===== src/rtl/uart_tx_feeder.sv =====
// uart_tx_feeder
//   Byte-buffering front end for a UART transmitter that has no busy output.
//   Bytes are queued in a small synchronous FIFO and handed to the transmitter
//   one at a time with a fixed-width tx_ready pulse. The block waits a fixed
//   frame time between pulses so the transmitter always finishes a frame first.
//
//   Ports:
//     sys_clk_50M  in   system clock
//     rst          in   synchronous reset, active-high
//     wr_en        in   enqueue wr_data this cycle
//     wr_data      in   byte to enqueue
//     full         out  FIFO holds DEPTH bytes
//     empty        out  FIFO holds 0 bytes
//     level        out  FIFO occupancy, 0..DEPTH
//     busy         out  high whenever the FSM is not in IDLE
//     tx_ready     out  launch pulse, PULSE_LEN cycles high per byte
//     tx_data      out  byte for the transmitter, held from pulse rise onward
//
//   Optional build macro UART_TX_FEEDER_OVF_EN adds:
//     ovf          out  sticky: a write arrived while full (cleared by rst only)
//     drop_cnt     out  saturating count of dropped bytes
//
//   state | meaning
//   IDLE  | waiting for a queued byte; pops the FIFO head when level != 0
//   LOAD  | popped byte moves to tx_data, tx_ready rises, frame counter clears
//   PULSE | tx_ready held high for PULSE_LEN cycles
//   WAIT  | tx_ready low; remainder of the frame time
module uart_tx_feeder #(
  parameter int DEPTH     = 16,
  parameter int AW        = 4,
  parameter int PULSE_LEN = 4,
  parameter int FRAME_CYC = 52096
) (
  input  logic          sys_clk_50M,
  input  logic          rst,
  input  logic          wr_en,
  input  logic [7:0]    wr_data,
  output logic          full,
  output logic          empty,
  output logic [AW:0]   level,
  output logic          busy,
  output logic          tx_ready,
  output logic [7:0]    tx_data
`ifdef UART_TX_FEEDER_OVF_EN
  ,
  output logic          ovf,
  output logic [7:0]    drop_cnt
`endif
);

  typedef enum logic [1:0] {IDLE, LOAD, PULSE, WAIT} state_t;

  localparam logic [16:0] PULSE_LAST = 17'(PULSE_LEN - 1);
  // The counter steps to FRAME_CYC-2 on the same edge that returns to IDLE;
  // IDLE + LOAD then add the two cycles that make the rise-to-rise spacing
  // exactly FRAME_CYC.
  localparam logic [16:0] WAIT_LAST  = 17'(FRAME_CYC - 3);
  localparam logic [AW:0] LVL_FULL   = (AW + 1)'(DEPTH);
  localparam logic [AW:0] LVL_ONE    = (AW + 1)'(1);
  localparam logic [AW:0] LVL_ZERO   = '0;

  state_t        state, state_nxt;
  logic [7:0]    mem [DEPTH];
  logic [AW-1:0] wr_ptr, rd_ptr;
  logic [7:0]    pop_data;
  logic [16:0]   frame_cnt;
  logic [AW:0]   level_nxt;
  logic          push, pop;

  // Full is judged on the current level: a same-cycle pop frees no space.
  assign push = wr_en && !full;
  assign pop  = (state == IDLE) && (level != LVL_ZERO);
  assign busy = (state != IDLE);

  always_comb begin
    level_nxt = level;
    case ({push, pop})
      2'b10:   level_nxt = level + LVL_ONE;
      2'b01:   level_nxt = level - LVL_ONE;
      default: level_nxt = level;
    endcase
  end

  always_comb begin
    state_nxt = state;
    case (state)
      IDLE:    if (pop) state_nxt = LOAD;
      LOAD:    state_nxt = PULSE;
      PULSE:   if (frame_cnt >= PULSE_LAST) state_nxt = WAIT;
      WAIT:    if (frame_cnt >= WAIT_LAST) state_nxt = IDLE;
      default: state_nxt = IDLE;
    endcase
  end

  always_ff @(posedge sys_clk_50M) begin
    if (push) mem[wr_ptr] <= wr_data;
  end

  always_ff @(posedge sys_clk_50M) begin
    if (rst) begin
      state     <= IDLE;
      wr_ptr    <= '0;
      rd_ptr    <= '0;
      level     <= '0;
      full      <= 1'b0;
      empty     <= 1'b1;
      pop_data  <= 8'h00;
      tx_data   <= 8'h00;
      tx_ready  <= 1'b0;
      frame_cnt <= '0;
    end else begin
      state    <= state_nxt;
      level    <= level_nxt;
      full     <= (level_nxt == LVL_FULL);
      empty    <= (level_nxt == LVL_ZERO);
      tx_ready <= (state_nxt == PULSE);
      if (push) wr_ptr <= wr_ptr + 1'b1;
      if (pop) begin
        rd_ptr   <= rd_ptr + 1'b1;
        pop_data <= mem[rd_ptr];
      end
      if (state == LOAD) begin
        tx_data   <= pop_data;
        frame_cnt <= '0;
      end else if ((state == PULSE || state == WAIT) && (frame_cnt != '1)) begin
        frame_cnt <= frame_cnt + 17'd1;
      end
    end
  end

`ifdef UART_TX_FEEDER_OVF_EN
  always_ff @(posedge sys_clk_50M) begin
    if (rst) begin
      ovf      <= 1'b0;
      drop_cnt <= 8'h00;
    end else if (wr_en && full) begin
      ovf <= 1'b1;
      if (drop_cnt != 8'hFF) drop_cnt <= drop_cnt + 8'd1;
    end
  end
`endif

endmodule


===== config.mk =====
export PLATFORM = sky130hd
export DESIGN_NAME = uart_tx_feeder
export DESIGN_NICKNAME = d
export VERILOG_FILES = /design/src/rtl/uart_tx_feeder.sv
export SDC_FILE = /design/constraint.sdc
export NUM_CORES = 1
export LEC_CHECK = 0
export CAP_MARGIN = 5
export CELL_PAD_IN_SITES_DETAIL_PLACEMENT = 2
export CELL_PAD_IN_SITES_GLOBAL_PLACEMENT = 2
export CORE_MARGIN = 4
export CORE_UTILIZATION = 47
export CTS_CLUSTER_SIZE = 25
export DETAILED_ROUTE_END_ITERATION = 6
export GPL_ROUTABILITY_DRIVEN = 0
export PLACE_DENSITY = 0.81
export SKIP_LAST_GASP = 1
export SLEW_MARGIN = 10
export SYNTH_ARGS = -nofsm -noshare
export SYNTH_HDL_FRONTEND = slang
export SYNTH_SLANG_ARGS = --single-unit

===== constraint.sdc =====
create_clock -name sys_clk_50M -period 7.3 [get_ports sys_clk_50M]
set_input_delay 1.46 -clock sys_clk_50M [delete_from_list [all_inputs] [get_ports sys_clk_50M]]
set_output_delay 1.46 -clock sys_clk_50M [all_outputs]
set_load 0.005 [all_outputs]

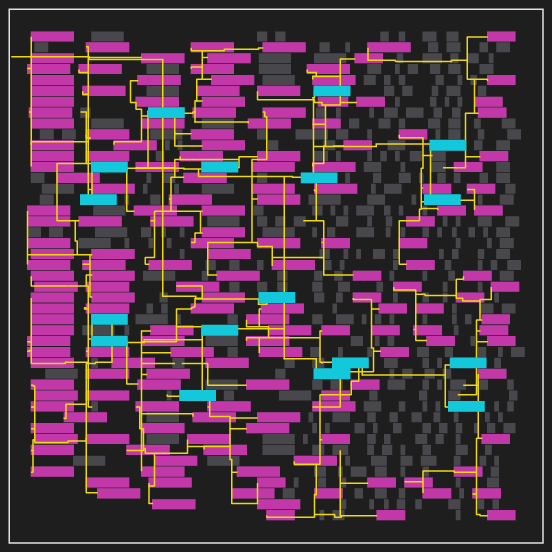
*Clock network drawn from the DEF, run 1*
Scale: 4 px per um.
legend:
  cyan:
    item: clock-net drivers
    count: 17
  yellow:
    item: clock wires
    length: 2100 um
  magenta:
    item: flip-flops
    count: 179
flops lie: spread over the die

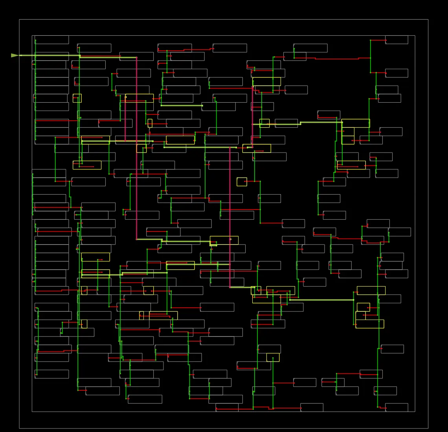
*Clock wiring as the flow saved it, run 1*
TritonCTS Buffers: 17
power in the clock group: 0.859 mW
layout clock buffer count: 17
clock network latency to the later pin of the worst-skew pair: 0.43 ns
worst-case clock skew: 0.00813 ns

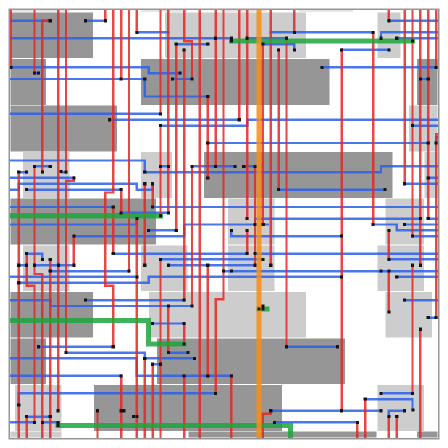
*Layout detail, run 1*
Region (54, 54) to (79, 79) um. Cells in gray, sequential cells in the stronger gray; small squares are vias.
legend:
  blue:
    layer: M1
  red:
    layer: M2
  orange:
    layer: M4
  green:
    layer: M3
cells with their middle in the window: 21
netlist names of flops here include: mem (6)
most frequent: edfxtp_1 (6), a21boi_1 (5), a22oi_1 (4)
sequential cells in the window: 6

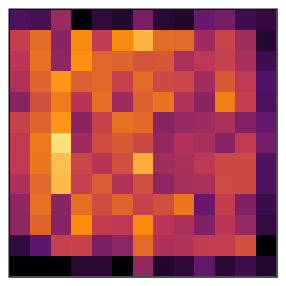
*Cell density map, run 1*
Scale: 2 px per um. The die is cut into 13 by 13 equal tiles; black is low, pale yellow is high, 0 to 100% covered.
densest ninth of the die: middle left
mean over tiles: 46%
fullest tile: 93%
nearly empty tiles: 3.6%
emptiest ninth of the die: lower right
tiles over 75% full: 5.3%

==> flow_metrics.tcl, run 1 <==
# collected from the flow reports
set metrics [dict create \
    ys_sh_adder_pct 1.87 \
    synth_cells 514 \
    antennaDiodeCount 0 \
    rr_endpoint "full$_SDFF_PP0_" \
    synth.cellmix.compoundShare_pct 6.62 \
    antenna_found_initial 0 \
    floorplan.tapcells 211 \
    vdd_ir_drop_max_mv 0.181 \
    die-width_um 133 \
    worst_r2r_startpoint "level[2]$_SDFF_PP0_" \
    setup_tns_ns 0 \
    crit_required_ns 7.65 \
    largest_cell_class "flip-flops and latches" \
    final_design_area_no_fill_um2 8340 \
    final_min_period_over_clock_period_pct 57.3 \
    hold-path-endpoint "tx_data[0]$_SDFFE_PP0P_" \
    number_of_global_route_vias_before_repair 4811 \
    synthDominantCellAreaShare_pct 52.3 \
    cts_tree "done" \
    avgRoutedWirePerCell_um 24.3 \
    postSynthSeqShare_pct 66.1 \
    largest_register_ffs 128 \
    numClockSinks 179 \
    layout_top_cell "sky130_fd_sc_hd__edfxtp_1" \
    final.signal_inverter_count 10 \
    hold_path_class "reg -> reg" \
    timing_worst_slew_pin_value_ns 1.03 \
    synth.most_common_cell "sky130_fd_sc_hd__edfxtp_1" \
    stage_log_warnings 31 \
    layout.clock.cell_area_share_pct 6.57 \
    detailed_place_hpwl_mm 12.0 \
    die_h_um 133 \
    fin_total_pwr_mw 2.85 \
    via_per_inst 5.70 \
    top_cells_by_count "128 x sky130_fd_sc_hd__edfxtp_1, 55 x sky130_fd_sc_hd__nor2_1, 51 x sky130_fd_sc_hd__dfxtp_1, 37 x sky130_fd_sc_hd__nand2_1, 32 x sky130_fd_sc_hd__mux4_2" \
    slew-limit-headroom_pct 31.2 \
    synthArstFlopShare_pct 0 \
    final_hold_viol_count 0 \
    hold_buffers 0 \
    synth.cell_area_um2 7350 \
    dominantRegCellSynth "sky130_fd_sc_hd__edfxtp_1" \
    crit_end "full$_SDFF_PP0_" \
    fillers 1388 \
    yosys_cells 514 \
    ys_warn_count 0 \
    setup_repair_after_global_routing_missed_its_margin "false" \
    biggest_registers_after_layout "mem x128, frame_cnt x17" \
    outcome "finished clean" \
    clkTransAtPathRegs_ns 0.07 \
    cts_resized 0 \
    detail_route.wirelength_mm 18.5 \
    fraction_of_layout_cells_with_a_size_suffix_above_1_pct 14.5 \
    globalRouteTotalUtil_pct 22.2 \
    worst_hold_margin_ns 0.466 \
    max_cap_violations 0 \
    grt_pass1_wl_mm 29.5 \
    dr_total_vias 4341 \
    synth-xor-area-share_pct 2.50 \
    grt_max_degree 36 \
    setup_violations 0 \
    critPathKind "in -> reg" \
    placed_cell_area_um2 7790 \
    initial_utilization_pct 48.2 \
    final_antenna_net_count 0 \
    netlist_logic_family_top "multiplexers" \
    final_std_cells_w_o_fill 762 \
    critPathMostFrequentCell "sky130_fd_sc_hd__ha_1" \
    yosys-stat-area_um2 7350 \
    min_delay_path_depth 2 \
    firstDrtPassIters 4 \
    ff2ff_path_depth 12 \
    synth.lib_cells_used.distinct 53 \
    die_area_um2 17700 \
    power.static_leakage_nw 2.72 \
    synth-edff-count 128 \
    final_period_minus_worst_setup_slack_ns 4.18 \
    synth.ff_latch_count 179 \
    drv_slew 0 \
    crit_path_end_kind "flop" \
    flow.area_growth_from_synthesis_pct 13.4 \
    postSynthNetCount 536 \
    setup.reg_to_reg.worst_slack_ns 3.75 \
    cp.arrival_ns 4.53 \
    signal_buffers 34 \
    setup.worst_path.start "wr_en" \
    placed_cells 730 \
    flop-count 179 \
    largest_register "mem" \
    seq-cell-share_pct 58.3 \
    comb-cell-share_pct 27.6 \
    worst_path_largest_cell_delay_ns 0.54 \
    most-common-layout-cells "128 x sky130_fd_sc_hd__edfxtp_1, 55 x sky130_fd_sc_hd__nor2_1, 50 x sky130_fd_sc_hd__dfxtp_1" \
    grt_remaining_overflow 0 \
    comb_area_um2 2300 \
    register_area_um2 4870 \
    yosys.area.top_type "sky130_fd_sc_hd__edfxtp_1" \
    worst_path_max_delay_cell "sky130_fd_sc_hd__nor2b_1" \
    power-per-cell-area_nw_per_um2 342 \
]
==> run 1: per-layer routing <==
layer  part of all wire [%]  track usage (%)  vias up
met1                     44             29.5     2268
met2                     52             37.8       78
met3                    3.5             4.46       15
li1                       -                -     1980
met5                      0                0        -
met4                    1.2             5.83        0
==> run 1: power by group <==
part	total [mW]	internal, mW	leakage, nW	switching (mW)
registers	1.25	1.18	1.57	0.0721
logic	0.745	0.319	0.877	0.426
clock network	0.859	0.446	0.271	0.413
total	2.85	1.94	2.72	0.911
==> run 1: critical path, delay by kind of cell <==
family | cells | cell delay (ns)
xor gates and xnor gates | 2 | 0.32
buffers and inverters | 2 | 0.60
muxes | 1 | 0.26
adders and majority gates | 2 | 0.65
and+or+nand+nor | 1 | 0.54
AOI/OAI and AO/OA | 3 | 0.69
### Placed cells, one color a class, run 1

Scale: 3 px per um. Fill, decap, tap and diode cells in gray.
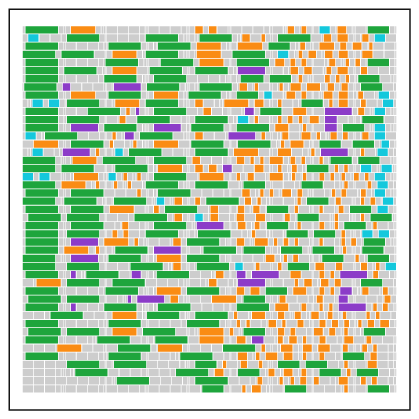

==> inputs of run 2 (changes only) <==
--- a/config.mk
+++ b/config.mk
@@ -9,11 +9,11 @@
 export CELL_PAD_IN_SITES_DETAIL_PLACEMENT = 2
 export CELL_PAD_IN_SITES_GLOBAL_PLACEMENT = 2
 export CORE_MARGIN = 4
-export CORE_UTILIZATION = 47
+export CORE_UTILIZATION = 40
 export CTS_CLUSTER_SIZE = 25
 export DETAILED_ROUTE_END_ITERATION = 6
 export GPL_ROUTABILITY_DRIVEN = 0
-export PLACE_DENSITY = 0.81
+export PLACE_DENSITY = 0.74
 export SKIP_LAST_GASP = 1
 export SLEW_MARGIN = 10
 export SYNTH_ARGS = -nofsm -noshare
==> constraint.sdc (replaced) <==
create_clock -name sys_clk_50M -period 3.4 [get_ports sys_clk_50M]
set_input_delay 0.68 -clock sys_clk_50M [delete_from_list [all_inputs] [get_ports sys_clk_50M]]
set_output_delay 0.68 -clock sys_clk_50M [all_outputs]
set_load 0.005 [all_outputs]
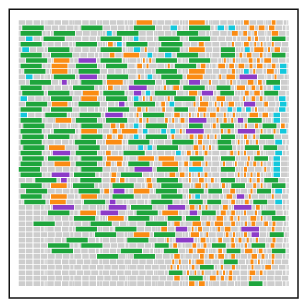
*Placed cells, one color a class, run 2*
Scale: 2 px per um. Fill, decap, tap and diode cells in gray.
legend:
  purple:
    class: clock drivers and dummy loads
    cells: 32
  cyan:
    class: remaining buffers and delay cells
    cells: 50
  green:
    class: registers
    cells: 179
  orange:
    class: remaining logic cells
    cells: 306

==> run 2 against run 1 <==
- clock power increased by 140%
- largest power group unchanged
- critical path type is now reg -> reg
- critical endpoint unchanged
- via count increased by 0.41%
- non-clock buffer count increased by 16
- largest cell class unchanged
==> flow_metrics.tcl, run 2 <==
# collected from the flow reports
set metrics [dict create \
    floorplan.core_area_um2 18000 \
    fillers 1725 \
    numClockSinks 179 \
    synth_cells 514 \
    globalRouteTotalUtil_pct 18.3 \
    drv_slew 0 \
    cts-buffers-inserted 17 \
    synth.ff_latch_count 179 \
    final_std_cells_w_o_fill 796 \
    cts_resized 0 \
    firstDrtPassIters 5 \
    die-width_um 144 \
    worst_hold_margin_ns 0.459 \
    wirelength_met1_mm 7.69 \
    final_period_minus_worst_setup_slack_ns 2.93 \
    slew-limit-headroom_pct 37.4 \
    register_area_um2 4870 \
    synth.lib_cells_used.distinct 53 \
    largest_register "mem" \
    synthDominantCellAreaShare_pct 52.3 \
    detailed_place_hpwl_mm 12.0 \
    placed_cells 764 \
    fin_total_pwr_mw 6.38 \
    worst_skew_pair.late_latency_ns 0.44 \
    dominantRegCellSynth "sky130_fd_sc_hd__edfxtp_1" \
    worst_path_max_delay_cell "sky130_fd_sc_hd__dfxtp_1" \
    outcome "finished clean" \
    synth.cellmix.compoundShare_pct 6.62 \
    vdd_ir_drop_max_mv 0.478 \
    critical-path-top-delay-family "AND-OR/OR-AND gates" \
    synth-edff-count 128 \
    final_min_period_over_clock_period_pct 86.2 \
    crit_required_ns 3.76 \
    setup_tns_ns 0 \
    synth.most_common_cell "sky130_fd_sc_hd__edfxtp_1" \
    yosys-stat-area_um2 7350 \
    initial_utilization_pct 40.8 \
    ys_warn_count 0 \
    cp.arrival_ns 3.30 \
    cts_htree_levels 4 \
    global_routing_usage_on_met1_pct 23.0 \
    cts_tree "done" \
    crit_end "full$_SDFF_PP0_" \
    setup.worst_path.start "level[2]$_SDFF_PP0_" \
    biggest_registers_after_layout "mem x128, frame_cnt x17" \
    ff2ff_path_depth 12 \
    critPathKind "reg -> reg" \
    antennaDiodeCount 0 \
    hold_path_class "reg -> reg" \
    most-common-layout-cells "128 x sky130_fd_sc_hd__edfxtp_1, 55 x sky130_fd_sc_hd__nor2_1, 50 x sky130_fd_sc_hd__dfxtp_1" \
    hold_buffers 0 \
    power.static_leakage_nw 2.84 \
    postSynthSeqShare_pct 66.1 \
    setup_repair_after_global_routing_missed_its_margin "false" \
    antenna_found_initial 0 \
    synth-xor-area-share_pct 2.50 \
    number_of_global_route_vias_before_repair 4849 \
    largest_register_ffs 128 \
    dr_total_vias 4359 \
    power-per-cell-area_nw_per_um2 744 \
    hold-path-endpoint "tx_data[5]$_SDFFE_PP0P_" \
    met3_layer_usage_reported_by_global_route_pct 3.46 \
    synthArstFlopShare_pct 0 \
    worst_path_largest_cell_delay_ns 0.44 \
    rr_endpoint "full$_SDFF_PP0_" \
    top_layer_used "met4" \
    detail_route.wirelength_mm 17.8 \
    postSynthNetCount 536 \
    grt_max_degree 35 \
    final_hold_viol_count 0 \
    fraction_of_layout_cells_with_a_size_suffix_above_1_pct 17.3 \
    grt_remaining_overflow 0 \
    flow.area_growth_from_synthesis_pct 16.6 \
    setup.reg_to_reg.worst_slack_ns 0.47 \
    avgRoutedWirePerCell_um 22.4 \
    timing_worst_slew_pin_value_ns 0.937 \
    yosys.area.top_type "sky130_fd_sc_hd__edfxtp_1" \
    placed_cell_area_um2 7950 \
    grt_pass1_wl_mm 28.2 \
    via_per_inst 5.48 \
    comb_area_um2 2300 \
    gr-max-usage-layer "met2" \
    worstPathBufferInverterCount 1 \
    use_met2_pct 31.9 \
    final_design_area_no_fill_um2 8570 \
    ys_sh_adder_pct 1.87 \
    worst_r2r_startpoint "level[2]$_SDFF_PP0_" \
    synth.cell_area_um2 7350 \
    max_cap_violations 0 \
]
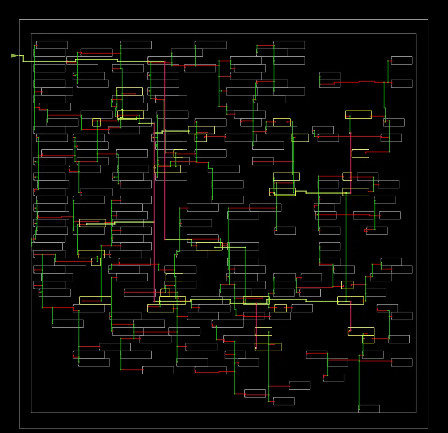
*Clock wiring as the flow saved it, run 2*
sequential cells: 179
worst-case clock skew: 0.00966 ns
power in the clock group: 2.03 mW

run 2: cell counts after synthesis:
No cell type changed its count.
run 2: power breakdown:
part	internal (mW)	switching, mW	leakage, nW
clock network	1.07	0.963	0.301
registers	2.53	0.185	1.57
logic	0.736	0.896	0.965
run 2: area by class of cell:
type / count / area share (%)
inverters: 10 / 0.438
repair buffers: 50 / 5.31
clock inverters: 15 / 2.32
clock buffers: 17 / 4.96
flip-flops and latches: 179 / 56.7
well taps: 229 / 3.34
multi-input cells: 296 / 26.9
run 2: worst min-delay path: stages (launching register included):
cell,delay [ns]
sky130_fd_sc_hd__dfxtp_1,0.31
sky130_fd_sc_hd__nand2_1,0.05
sky130_fd_sc_hd__a21oi_1,0.05
Power and IR drop assume default switching activity.
